==> config.mk <==
export PLATFORM = sky130hd
export DESIGN_NAME = pipe_adder
export DESIGN_NICKNAME = d
export VERILOG_FILES = /design/src/rtl/pipe_adder.sv
export SDC_FILE = /design/constraint.sdc
export NUM_CORES = 1
export LEC_CHECK = 0
export ABC_CLOCK_PERIOD_IN_PS = 2050
export CORE_MARGIN = 1
export CORE_UTILIZATION = 30
export DETAILED_ROUTE_END_ITERATION = 7
export GPL_ROUTABILITY_DRIVEN = 0
export PLACE_DENSITY = 0.52
export SYNTH_ARGS = -nofsm -noshare
export SYNTH_HDL_FRONTEND = slang
export SYNTH_SLANG_ARGS = --single-unit
==> constraint.sdc <==
create_clock -name clk -period 2.05 [get_ports clk]
set_clock_uncertainty 0.1 [all_clocks]
set_input_delay 0.3075 -clock clk [delete_from_list [all_inputs] [get_ports clk]]
set_output_delay 0.3075 -clock clk [all_outputs]
set_load 0.05 [all_outputs]
==> src/rtl/pipe_adder.sv <==
// Pipelined ripple-carry adder: WIDTH bits split into STAGES slices, one slice per register stage.
// Optional signed-overflow output is enabled by defining PIPE_ADDER_OVF_EN.
module pipe_adder #(
    parameter int unsigned WIDTH  = 16,
    parameter int unsigned STAGES = 4
) (
    input  logic             clk,
    input  logic             rst_n,
    input  logic             in_valid,
    output logic             in_ready,
    input  logic [WIDTH-1:0] a,
    input  logic [WIDTH-1:0] b,
    input  logic             cin,
    output logic             out_valid,
    input  logic             out_ready,
    output logic [WIDTH-1:0] sum,
    output logic             cout
`ifdef PIPE_ADDER_OVF_EN
    ,
    output logic             ovf
`endif
);

    localparam int unsigned SW = WIDTH / STAGES;

    logic [STAGES-1:0] v_q;
    logic [STAGES-1:0] c_q;
    logic [STAGES-1:0] c_d;
    logic [STAGES-1:0] move;
    logic [STAGES-1:0] load;
    logic [STAGES-1:0] up_v;
    logic [STAGES-1:0] up_c;
    logic [WIDTH-1:0]  s_q  [STAGES];
    logic [WIDTH-1:0]  s_d  [STAGES];
    logic [WIDTH-1:0]  a_q  [STAGES];
    logic [WIDTH-1:0]  b_q  [STAGES];
    logic [WIDTH-1:0]  up_a [STAGES];
    logic [WIDTH-1:0]  up_b [STAGES];
    logic [WIDTH-1:0]  up_s [STAGES];
    logic [SW:0]       slice [STAGES];
    logic              chain;

    // Stage 0 is fed from the ports, every later stage from its predecessor.
    always_comb begin
        up_v[0] = in_valid;
        up_c[0] = cin;
        up_a[0] = a;
        up_b[0] = b;
        up_s[0] = '0;
        for (int k = 1; k < int'(STAGES); k++) begin
            up_v[k] = v_q[k-1];
            up_c[k] = c_q[k-1];
            up_a[k] = a_q[k-1];
            up_b[k] = b_q[k-1];
            up_s[k] = s_q[k-1];
        end
    end

    always_comb begin
        for (int k = 0; k < int'(STAGES); k++) begin
            slice[k] = {1'b0, up_a[k][k*SW +: SW]} + {1'b0, up_b[k][k*SW +: SW]}
                     + {{SW{1'b0}}, up_c[k]};
            s_d[k]   = up_s[k];
            s_d[k][k*SW +: SW] = slice[k][SW-1:0];
            c_d[k]   = slice[k][SW];
        end
    end

    // A stage may take new data if it is empty or anything downstream can drain.
    always_comb begin
        chain = out_ready;
        move  = '0;
        for (int k = int'(STAGES) - 1; k >= 0; k--) begin
            chain   = chain | ~v_q[k];
            move[k] = chain;
        end
    end

    assign in_ready = move[0];
    assign load     = move & up_v;

    always_ff @(posedge clk or negedge rst_n) begin
        if (!rst_n) begin
            v_q <= '0;
            c_q <= '0;
            for (int k = 0; k < int'(STAGES); k++) begin
                s_q[k] <= '0;
                a_q[k] <= '0;
                b_q[k] <= '0;
            end
        end else begin
            for (int k = 0; k < int'(STAGES); k++) begin
                if (move[k]) begin
                    v_q[k] <= up_v[k];
                end
                if (load[k]) begin
                    s_q[k] <= s_d[k];
                    c_q[k] <= c_d[k];
                    a_q[k] <= up_a[k];
                    b_q[k] <= up_b[k];
                end
            end
        end
    end

    assign out_valid = v_q[STAGES-1];
    assign sum       = s_q[STAGES-1];
    assign cout      = c_q[STAGES-1];

    // Operand copies in the last stage have no consumer.
    logic unused_last;
    assign unused_last = ^{a_q[STAGES-1], b_q[STAGES-1]};

`ifdef PIPE_ADDER_OVF_EN
    logic ovf_d;
    logic ovf_q;

    // Carry into the MSB is recovered as sum ^ a ^ b at that bit.
    assign ovf_d = slice[STAGES-1][SW-1] ^ up_a[STAGES-1][WIDTH-1] ^ up_b[STAGES-1][WIDTH-1]
                 ^ slice[STAGES-1][SW];

    always_ff @(posedge clk or negedge rst_n) begin
        if (!rst_n) begin
            ovf_q <= 1'b0;
        end else if (load[STAGES-1]) begin
            ovf_q <= ovf_d;
        end
    end

    assign ovf = ovf_q;
`endif

endmodule

==> run_1/layer_met1.png <==
Bar = 20 um. Supply wires on this layer in gray.
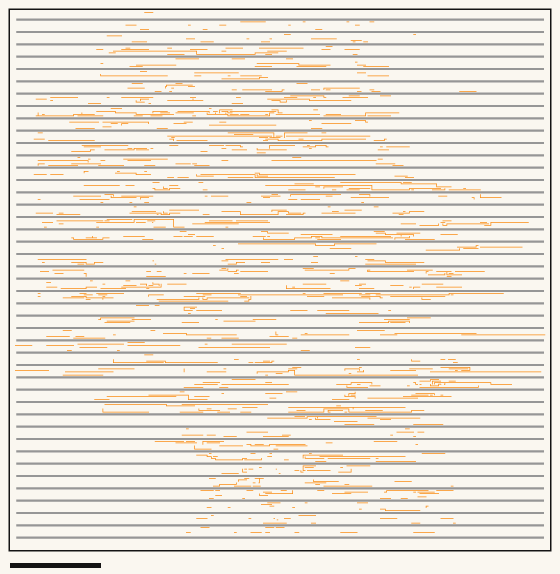
nets with wire on the layer: 362
share of all routed wire: 45%

==> run_1/layer_met2.png <==
Bar = 20 um.
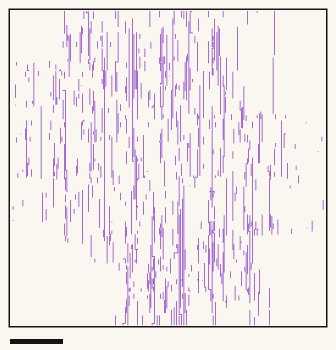
main direction: vertical
wire length on this layer: 3510 um
nets with wire on the layer: 353

==> run_1/layer_met3.png <==
Cells faint in the background.
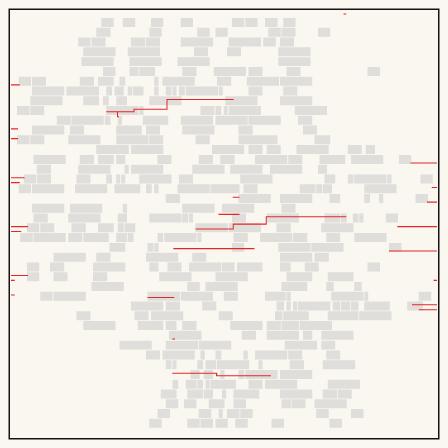
nets with wire on the layer: 20
main direction: horizontal
wire length on this layer: 221 um
longest straight run: 22.3 um
share of all routed wire: 3.2%
sum of routed wire length over all layers: 6990 um
GR Util met3: 3.11%
routed via count: 2283

==> run_1/congestion.png <==
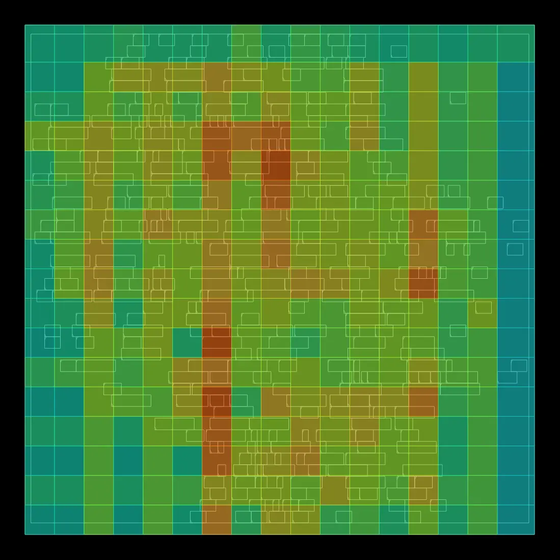
average wire per standard cell: 13.2 um
all-layer global routing usage: 11.2%

-- run 1: routing by layer --
| layer | routed length (um) | vias to the layer above | track usage [%] |
|---|---|---|---|
| met5 | 0 | - | 0 |
| met3 | 220 | 7 | 3.11 |
| met1 | 3160 | 1147 | 13.6 |
| met4 | 108 | 0 | 4.75 |
| met2 | 3500 | 32 | 18.6 |
| li1 | - | 1097 | - |
-- run 1: what timing repair did --
| item | CTS | global route |
|---|---|---|
| hold buffers | 1 | 0 |
| gates resized | 0 | 2 |
| hold endpoints to repair | 33 | 0 |
| setup endpoints to repair | 0 | 2 |
-- run 1: sequential cells by signal, summed over array words and instances (netlist names) --
signal / flops
b_q: 24
sum: 16
a_q: 24
v_q: 4
c_q: 4
s_d: 24
-- run 1: placed cells by master (no fill, tap or decap), drive strengths merged, types with 2 or more instances in the layout --
cell type and count:
o21ai 16, a21o 8, inv 15, ha 12, fa 8, dfrtp 96, a21oi 8, xor2 7
clkinv 2, buf 11, mux2 77, clkdlybuf4s50 52, clkbuf 10, nand2b 4, nand2 19
-- run 1: path summary, 6_finish.rpt --
path                         from  slack [ns]      end  cells past startpoint
min reg2reg                s_d[9]        0.38   s_d[9]                      2
min                         rst_n        0.38  sum[13]                      2
max                        sum[9]        0.11   sum[9]                      1
min in group clk           s_d[9]        0.38   s_d[9]                      2
max in group asynchronous   rst_n        0.84  a_q[54]                      3
max reg2reg                c_q[2]        0.17   c_q[3]                      5
-- run 1: logic make-up after synthesis --
group                      Yosys count
DFF                                 96
adders and majority gates           20
muxes                               77
AOI/OAI and AO/OA                   32
xor gates and xnor gates             8
and+or+nand+nor                     26
buffers and inverters               23
-- run 1: power breakdown --
group / total, mW / switching (mW) / internal [mW]
combinational: 2.45 / 1.27 / 1.18
clock: 1.70 / 0.714 / 0.983
sequential: 2.88 / 0.355 / 2.53
==> results.txt, run 1 <==
This memo summarizes the results of the implementation run.

Final layout
The antenna diode count is 0. Cells with a size suffix above 1 make up 30.3% of the layout. The non-clock buffer contribution to total cell area is 13.5%.

The flop count is 96. The sequential cells in the finished layout cover a total of 2400 um^2.

Job
The number of warning messages in the logs is 26. The number of max-cap violations is 0.

GRT
The first global-routing pass estimated 12200 um of wire. The via count of the first global-routing pass is 2459.

Clock network
Looking at the post-CTS report, the setup buffer insertion count equals 0. The sink count of the clock tree is 96. TritonCTS built the clock tree.

Floorplan
The die area is 14200 um^2.

Worst setup path
Per the post-run analysis, buffers plus inverters along the critical path come to 1. The data required time of the critical path is 1.64 ns. Traced cell by cell, the critical path runs through clkdlybuf4s50_1. The worst setup path is of the reg2out kind.

STA
After routing, the total negative slack on setup checks comes to 0 ns.

Outcome
The flow ran to the end, and the final reports show no timing, DRC or antenna violations.

Hold path
The kind of path behind the tightest hold check is in2async.

Place
Summed over all nets, the half-perimeter wirelength after detailed placement is 5030 um.

Synth
The share of the Yosys chip area taken by registers is 58.4%. Counting every instance in the synthesized netlist gives 282.

Drt
The DRC violation count after routing is 0.
==> run 1 -> run 2 <==
GPL_TIMING_DRIVEN = 0   (was default)
MAX_ROUTING_LAYER = met4   (was default)
==> run_2/layer_met2.png <==
Bar = 20 um.
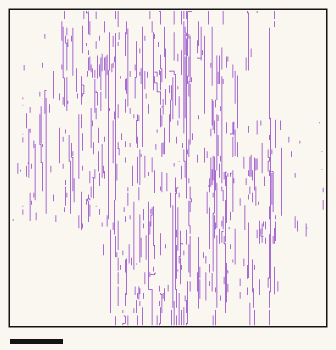
main direction: vertical
nets with wire on the layer: 352
wire length on this layer: 3600 um
longest straight run: 65.6 um
share of all routed wire: 49%

==> run 2 against run 1 <==
  * Final cell count increased by 0.38%
  * Count of clock-buffer cells in the layout increased by 2
  * Synthesized area unchanged
  * Cell area decreased by 0.52%
  * Sequential cell count unchanged
  * Wire length increased by 4.6%
  * Non-clock buffer count increased by 2
  * Clock power increased by 6%
==> results.txt, run 2 <==
This memo summarizes the results of the implementation run.

Outcome
The flow ran to the end, and the final reports show no timing, DRC or antenna violations.

Worst setup path
Measured in cells, the most critical reg-to-reg path has a length of 5. The launch point of the worst register-to-register path is recorded as c_q[2]. The data required time of the critical path is 2.16 ns. The endpoint identified for the worst register-to-register timing path is c_q[3]. The classification of the worst setup path is reg2reg. Traced cell by cell, the critical path runs through fa_1, fa_1, a21o_1, a21oi_1, o21ai_0. The capture point of the worst path is c_q[3]. The launch point of the worst path is c_q[2].

Drt
The number of vias in the routed layout is 2269. The average detailed-routed wire length per instance is 13.8 um. The detailed router reported a total wirelength of 7310 um.

Place
Detailed placement finished with a half-perimeter wire length of 5180 um.

Job
The number of max-cap violations is 0.

Hold path
The number of instances on the worst hold path is 2. The path with the worst hold slack has its endpoint at s_d[11].

Clock network
The clock drives 96 sinks. After clock tree synthesis, the setup repair step added 0 buffers. TritonCTS built the clock tree.

Floorplan
The die area is 14200 um^2.

Synth
The cell count after synthesis is 282.

GRT
The first global-routing pass estimated 12600 um of wire.

Final layout
In the final layout, the share of cells above drive strength 1 is 29.9%.
==> run_2/clk_routes.png <==
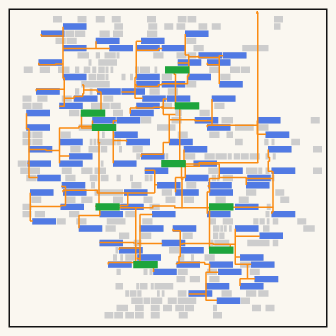
[flip-flops] blue | count: 96
[clock wires] orange | length: 1160 um
[clock drivers] green | count: 9
flops lie: all over the die
Clock Power Share: 25.2%
Clock net power: 1.80 mW
clock latency reported for the late side of the worst-skew pair: 0.33 ns

## run 2: final cells by class
type	count	area [um^2]	area share (%)
plain buffers	10	86.3	1.65
clock buffers	12	246	4.71
clock inverters	4	76.3	1.46
inverters	13	48.8	0.931
multi-input cells	163	1580	30.1
flip-flops and latches	96	2400	45.9
well taps	176	220	4.20
repair buffers	57	583	11.1
## run 2: worst register-to-register path, cell delays in order (launching register included)
cell and delay, ns:
dfrtp_1 0.40, fa_1 0.49, fa_1 0.43, a21o_1 0.20, a21oi_1 0.13, o21ai_0 0.08
## run 2: routing by layer
metal	share of wire, %	wire (um)	global-route usage (%)	vias to the layer above
met3	2.1	150	1.96	10
met2	49	3600	19.0	27
met1	47	3430	15.0	1131
met5	0	0	-	-
li1	-	-	-	1101
met4	1.8	133	5.93	0
## run 2: logic make-up (layout without fill, tap and decap cells)
| family | count (synthesis) | count (layout) | synth area share [%] |
|---|---|---|---|
| buf+inv | 23 | 96 | 3.29 |
| fa+ha+maj | 20 | 20 | 7.54 |
| xor+xnor | 8 | 8 | 1.70 |
| mux | 77 | 77 | 21.1 |
| flops | 96 | 96 | 58.4 |
| simple gates | 26 | 26 | 3.32 |
| compound gates | 32 | 32 | 4.65 |
## run 2: per-stage QoR
step	util [%]	hold WS [ns]	worst slack, ns	power [mW]
after global placement	36.7	0.359	-3.08	5.36
after CTS	39.4	0.386	0.0125	7.25
after detailed placement	36.9	0.229	-0.363	5.42
after floorplan	-	-0.0881	0.220	4.59
after global routing	39.4	0.419	0.0359	7.62
final	39.4	0.376	0.0966	7.12
## run 2: where the power goes
group | leakage, nW | total, mW | switching [mW] | internal [mW]
clock network | 0.153 | 1.80 | 0.687 | 1.11
logic | 1.02 | 2.44 | 1.29 | 1.15
registers | 1.13 | 2.89 | 0.355 | 2.53
Power and IR drop assume default switching activity.
